<file path="src/rtl/fwd_hazard_unit.sv">
`default_nettype none
// ============================================================================
//  Module   : fwd_hazard_unit
//  Brief    : Operand forwarding select (youngest writer wins, registered
//             one-hot per source) and load-use interlock for the RV32I pipe.
//             Optional interlock enabled by defining FWD_LDINTLK_EN.
//  Revision : 1.0 - initial release
// ============================================================================
module fwd_hazard_unit #(
    parameter int NSRC  = 2,
    parameter int NSTG  = 3,
    parameter int RADR  = 5,
    parameter int LDLAT = 1
) (
    input  logic                        clk,
    input  logic                        rst,
    input  logic [NSRC*RADR-1:0]        src_id_i,
    input  logic [NSRC-1:0]             src_valid_i,
    input  logic [NSTG*RADR-1:0]        rd_adr_i,
    input  logic [NSTG-1:0]             wbk_rd_i,
    input  logic [NSTG-1:0]             cmd_ld_i,
    input  logic                        stall_i,
    input  logic                        rst_pipe_i,
    output logic [NSRC*(NSTG+1)-1:0]    sel_ex_o,
    output logic                        ld_stall_o
);

    localparam int C_SELW = NSTG + 1;

    logic [NSRC*C_SELW-1:0] w_sel_new;
    logic [NSRC*C_SELW-1:0] sel_ex_q;
    logic [NSRC*C_SELW-1:0] sel_ex_d;
    logic                   w_intlk;

    for (genvar s = 0; s < NSRC; s++) begin : g_src
        logic [RADR-1:0]   w_id;
        logic [NSTG-1:0]   w_hit;
        logic [C_SELW-1:0] w_sel;

        assign w_id = src_id_i[s*RADR +: RADR];

        for (genvar j = 0; j < NSTG; j++) begin : g_stg
            assign w_hit[j] = src_valid_i[s] & wbk_rd_i[j]
                            & (w_id == rd_adr_i[j*RADR +: RADR])
                            & (w_id != '0);
        end

        // Scan oldest to youngest so the youngest hit overwrites older ones.
        always_comb begin
            w_sel         = '0;
            w_sel[NSTG]   = 1'b1;
            for (int j = NSTG - 1; j >= 0; j--) begin
                if (w_hit[j]) begin
                    w_sel    = '0;
                    w_sel[j] = 1'b1;
                end
            end
        end

        assign w_sel_new[s*C_SELW +: C_SELW] = w_sel;
    end

`ifdef FWD_LDINTLK_EN
    localparam int C_CW = $clog2(LDLAT) + 1;

    typedef enum logic [0:0] {
        ST_IDLE = 1'b0,
        ST_HOLD = 1'b1
    } state_e;

    state_e          state_q;
    state_e          state_d;
    logic [C_CW-1:0] cnt_q;
    logic [C_CW-1:0] cnt_d;
    logic            w_hz;
    logic [C_CW-1:0] w_ld_val;

    // A load wins only if its stage is still inside the non-forwardable window;
    // the youngest such stage sets how long the interlock must last.
    always_comb begin
        w_hz     = 1'b0;
        w_ld_val = '0;
        for (int j = NSTG - 1; j >= 0; j--) begin
            for (int s = 0; s < NSRC; s++) begin
                if ((j < LDLAT) && cmd_ld_i[j] && w_sel_new[s*C_SELW + j]) begin
                    w_hz     = 1'b1;
                    w_ld_val = C_CW'(LDLAT - 1 - j);
                end
            end
        end
    end

    always_comb begin
        state_d = state_q;
        cnt_d   = cnt_q;
        w_intlk = 1'b0;
        if (rst_pipe_i) begin
            state_d = ST_IDLE;
            cnt_d   = '0;
        end else begin
            case (state_q)
                ST_IDLE: begin
                    if (w_hz) begin
                        w_intlk = 1'b1;
                        if (!stall_i) begin
                            cnt_d   = w_ld_val;
                            state_d = (w_ld_val != '0) ? ST_HOLD : ST_IDLE;
                        end
                    end
                end
                ST_HOLD: begin
                    w_intlk = 1'b1;
                    if (!stall_i) begin
                        cnt_d = cnt_q - C_CW'(1);
                        if (cnt_q == C_CW'(1)) begin
                            state_d = ST_IDLE;
                        end
                    end
                end
                default: begin
                    state_d = ST_IDLE;
                end
            endcase
        end
        if (rst) begin
            w_intlk = 1'b0;
        end
    end

    always_ff @(posedge clk) begin
        if (rst) begin
            state_q <= ST_IDLE;
            cnt_q   <= '0;
        end else begin
            state_q <= state_d;
            cnt_q   <= cnt_d;
        end
    end
`else
    localparam int c_ldlat_unused = LDLAT;
    logic          w_cmd_ld_unused;

    assign w_cmd_ld_unused = ^cmd_ld_i;
    assign w_intlk         = 1'b0;
`endif

    // An interlocked cycle pushes a bubble (all-zero select) into EX.
    always_comb begin
        sel_ex_d = sel_ex_q;
        if (rst_pipe_i) begin
            sel_ex_d = '0;
        end else if (!stall_i) begin
            sel_ex_d = w_intlk ? '0 : w_sel_new;
        end
    end

    always_ff @(posedge clk) begin
        if (rst) begin
            sel_ex_q <= '0;
        end else begin
            sel_ex_q <= sel_ex_d;
        end
    end

    assign sel_ex_o   = sel_ex_q;
    assign ld_stall_o = w_intlk;

endmodule
`default_nettype wire

</file>
<file path="config.mk">
export PLATFORM = sky130hd
export DESIGN_NAME = fwd_hazard_unit
export DESIGN_NICKNAME = d
export VERILOG_FILES = /design/src/rtl/fwd_hazard_unit.sv
export SDC_FILE = /design/constraint.sdc
export NUM_CORES = 1
export LEC_CHECK = 0
export CORE_MARGIN = 2
export CORE_UTILIZATION = 36
export CTS_CLUSTER_SIZE = 8
export DETAILED_ROUTE_END_ITERATION = 6
export PLACE_DENSITY = 0.8
export SLEW_MARGIN = 15
export SYNTH_ARGS = -nofsm -noshare
export SYNTH_HDL_FRONTEND = slang
export SYNTH_SLANG_ARGS = --single-unit
</file>
<file path="constraint.sdc">
create_clock -name clk -period 1.9 [get_ports clk]
set_clock_uncertainty 0.05 [all_clocks]
set_input_delay 0.38 -clock clk [delete_from_list [all_inputs] [get_ports clk]]
set_output_delay 0.38 -clock clk [all_outputs]
set_load 0.01 [all_outputs]
</file>
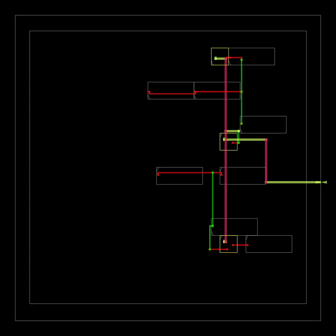
Figure 1: clock nets.
Worst-Skew Late Latency: 260 ps
CLK BUF: 3

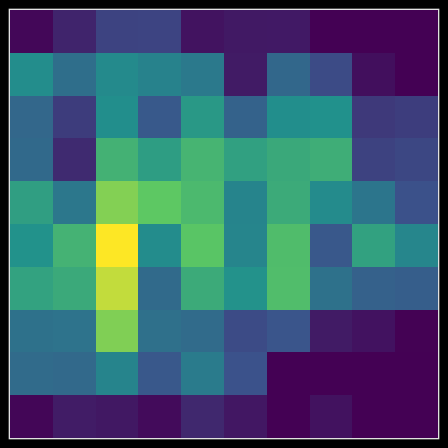
Figure 2: wiring heat map.
10 x 10 tiles, from dark purple (low) to yellow (high), scaled to the fullest tile. Values are wire area over tile area, all layers added.
mean over tiles: 0.14
emptiest ninth of the die: lower right
tiles over half the peak: 26%

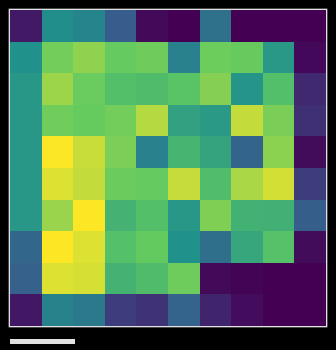
Figure 3: placement density heat map.
Bar = 10 um. 10 x 10 tiles, from dark purple (low) to yellow (high), 0 to 100% covered.
tiles over 75% full: 35%
nearly empty tiles: 9.0%
densest ninth of the die: middle left
emptiest ninth of the die: lower right
fullest tile: 100%
fp util: 37.5%
CORE AREA: 1920 um2
Final Core Density: 67.6%

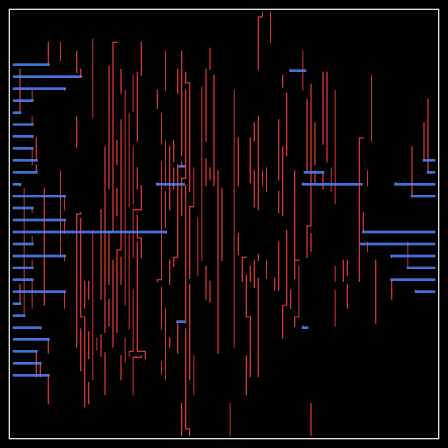
Figure 4: metal layers overlaid.
Two of the layers only.
[red] metal 2 | wire length: 1020 um
[blue] metal 3 | wire length: 153 um
drt wl/cell: 12.6 um
via count: 804
gr usage total: 18.1%
WL final: 2070 um

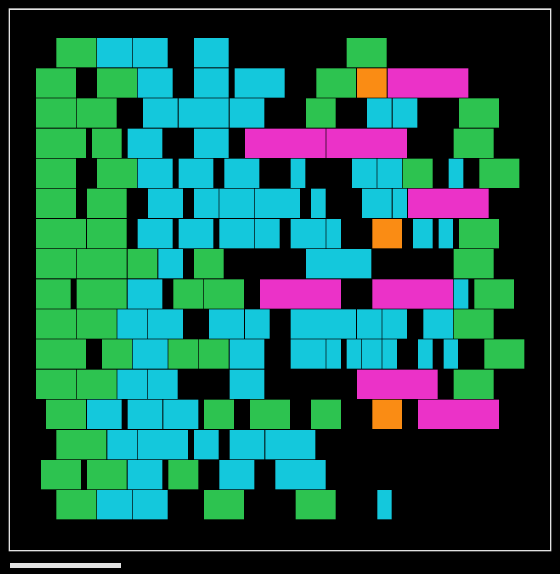
Figure 5: cell classes on the final placement.
Bar = 10 um.
[magenta] flops | cells: 8 | share of their area: 13%
[orange] clock drivers | cells: 3 | share of their area: 1.8%
[cyan] combinational and other logic | cells: 73 | share of their area: 45%
[green] other buffers and delay cells | cells: 53 | share of their area: 41%

## cells by family (layout without fill, tap and decap cells)
| logic type | after synthesis | count (layout) | synth area share, % |
|---|---|---|---|
| AND/OR/NAND/NOR | 32 | 32 | 28.0 |
| XOR/XNOR | 30 | 30 | 36.5 |
| AND-OR/OR-AND | 10 | 10 | 10.8 |
| flip-flops | 8 | 8 | 22.2 |
| buffers and inverters | 3 | 56 | 2.08 |
| other | 1 | 1 | 0.520 |
## per-layer routing
metal	track usage, %	share of wire, %	vias up
met2	32.9	49	43
met3	3.09	7.3	8
met1	19.4	41	349
met4	11.0	2.6	0
li1	-	-	404
met5	0	0	-
## repair_timing
item                                    4_1_cts  5_1_grt
endpoints found under the hold margin         0        0
resized                                       2        9
pin swaps                                     4       11
endpoints found under the setup margin        2        7
==> reports/qor.yml <==
status:
  outcome: "finished clean"
setup_path:
  path_depth: 5
  cp-end-kind: "flop"
  worst-path-buf-inv: 1
  cp_cell_sequence: "clkdlybuf4s50_1, or4_1, o21a_1, and4_4, o32ai_2"
  r2r_setup_slack_ps: 1220
  path_max_fanout: 3
  startpoint: "src_id_i[3]"
  worstReg2RegStart: "sel_ex_o[3]"
  ff2ff_path_depth: 2
  arrival_ps: 1950
  worst-endpoint-required_ps: 2020
  critPathSlowestCell: "clkdlybuf4s50_1"
  cp-endpoint: "sel_ex_o[3]"
  path_class: "primary input to flop"
cells_and_area:
  antenna_cells: 0
  logic_area_um2: 568
  flop_area_um2: 160
  final_cells: 164
  drive_gt1_share_pct: 17.5
  multi_input_comb_cells: 73
  seq_share_pct: 12.3
  fin_area_um2: 1300
  nFillCells: 165
  largestClassByArea: "combinational gates"
  nonClockInverterCount: 0
  layout_top_cell: "clkdlybuf4s50_1"
  layout.nonclk_buf_share_pct: 39.6
  nets: 176
  flops: 8
  clk_share_pct: 1.73
  final_cell_mix: "34 x clkdlybuf4s50_1, 24 x xor2_1, 12 x buf_4, 10 x nand2_1, 8 x dfxtp_1"
  buffers_excl_clock: 53
logic_synthesis:
  postSynthSeqShare_pct: 22.2
  synthArstFlopShare_pct: 0
  yosysTopAreaCell: "xor2_1"
  syn_avg_cell_area_um2: 8.58
  yosysTopAreaCellShare_pct: 29.2
  fp_nets: 121
  most_common_cell: "xor2_1"
  syn_inst: 84
  area_leaders: "xor2_1 29%, dfxtp_1 22%, xnor2_1 7.3%, nand2_1 5.2%, nor4_1 4.3%"
  syn_area_um2: 721
  ys_area_um2: 721
  synth_warnings: 0
  synthTopCellsByCount: "24 x xor2_1, 10 x nand2_1, 8 x dfxtp_1"
  dominantRegCellSynth: "dfxtp_1"
  ys_types: 24
  edf_count: 0
clock_tree:
  clock_tree.buffer_depth: 2
  cts_tree: "built"
  htreeDepth: 1
  clock_sinks: 8
  post_cts_buffers: 0
  cts_inserted_buffers: 3
  path_clk_slew_ps: 50
  cts-root-buf: "clkbuf_4"
  postCtsHoldBufs: 0
placement:
  gp_congestion: 0.782
  dpl.hpwl_um: 1790
  io_buffer_count: 41
  dp_cells: 161
  pre_cts_slack_ps: -275
  postPlaceCellArea_um2: 1240
worst_hold_path:
  hp-class: "flop to flop"
  min_path_cells: 2
  hold_path_startpoint: "sel_ex_o[2]"
global_routing:
  antenna_found_initial: 0
  grt_remaining_overflow: 0
  grt_pass1_wl_um: 3310
  grt_pass1_vias: 773
  grt_max_degree: 13
power:
  pwr-share-clk_pct: 26.0
  p_int_mw: 0.359
  p_seq_share_pct: 34.3
  peakVddDrop_mv: 0.198
  p_leak_nw: 0.544
  pg_comb_mw: 0.199
  seq_cell_power_mw: 0.172
  p_total_mw: 0.502
  p_sw_share_pct: 28.4
  power-top-group: "combinational logic"
  clock_net_power_mw: 0.130
  p_sw_mw: 0.143
  powerDensity_nw_per_um2: 386
flow_run:
  cap_violations: 0
  warnings: 30
final_timing:
  holdWs_ps: 400
  post-route-period-util_pct: 96.5
  hold_viol: 0
  rsz0062_at_grt: "false"
  setup_viol: 0
  drv_slew: 0
  tns_ps: 0
  fin_ws_ps: 65.7
  fmax_mhz: 545
floorplanning:
  die_w_um: 48.7
  taps: 27
  rows: 16
  die_area_um2: 2380
  dieHeight_um: 48.7
route:
  drc: 0
  avgViaCountPerCell: 4.90
  drt_iter0_markers: 3
  antenna_left: 0
  drt_pass1_iterations: 4
No activity file was given, so power comes from the tool's default toggle rates.
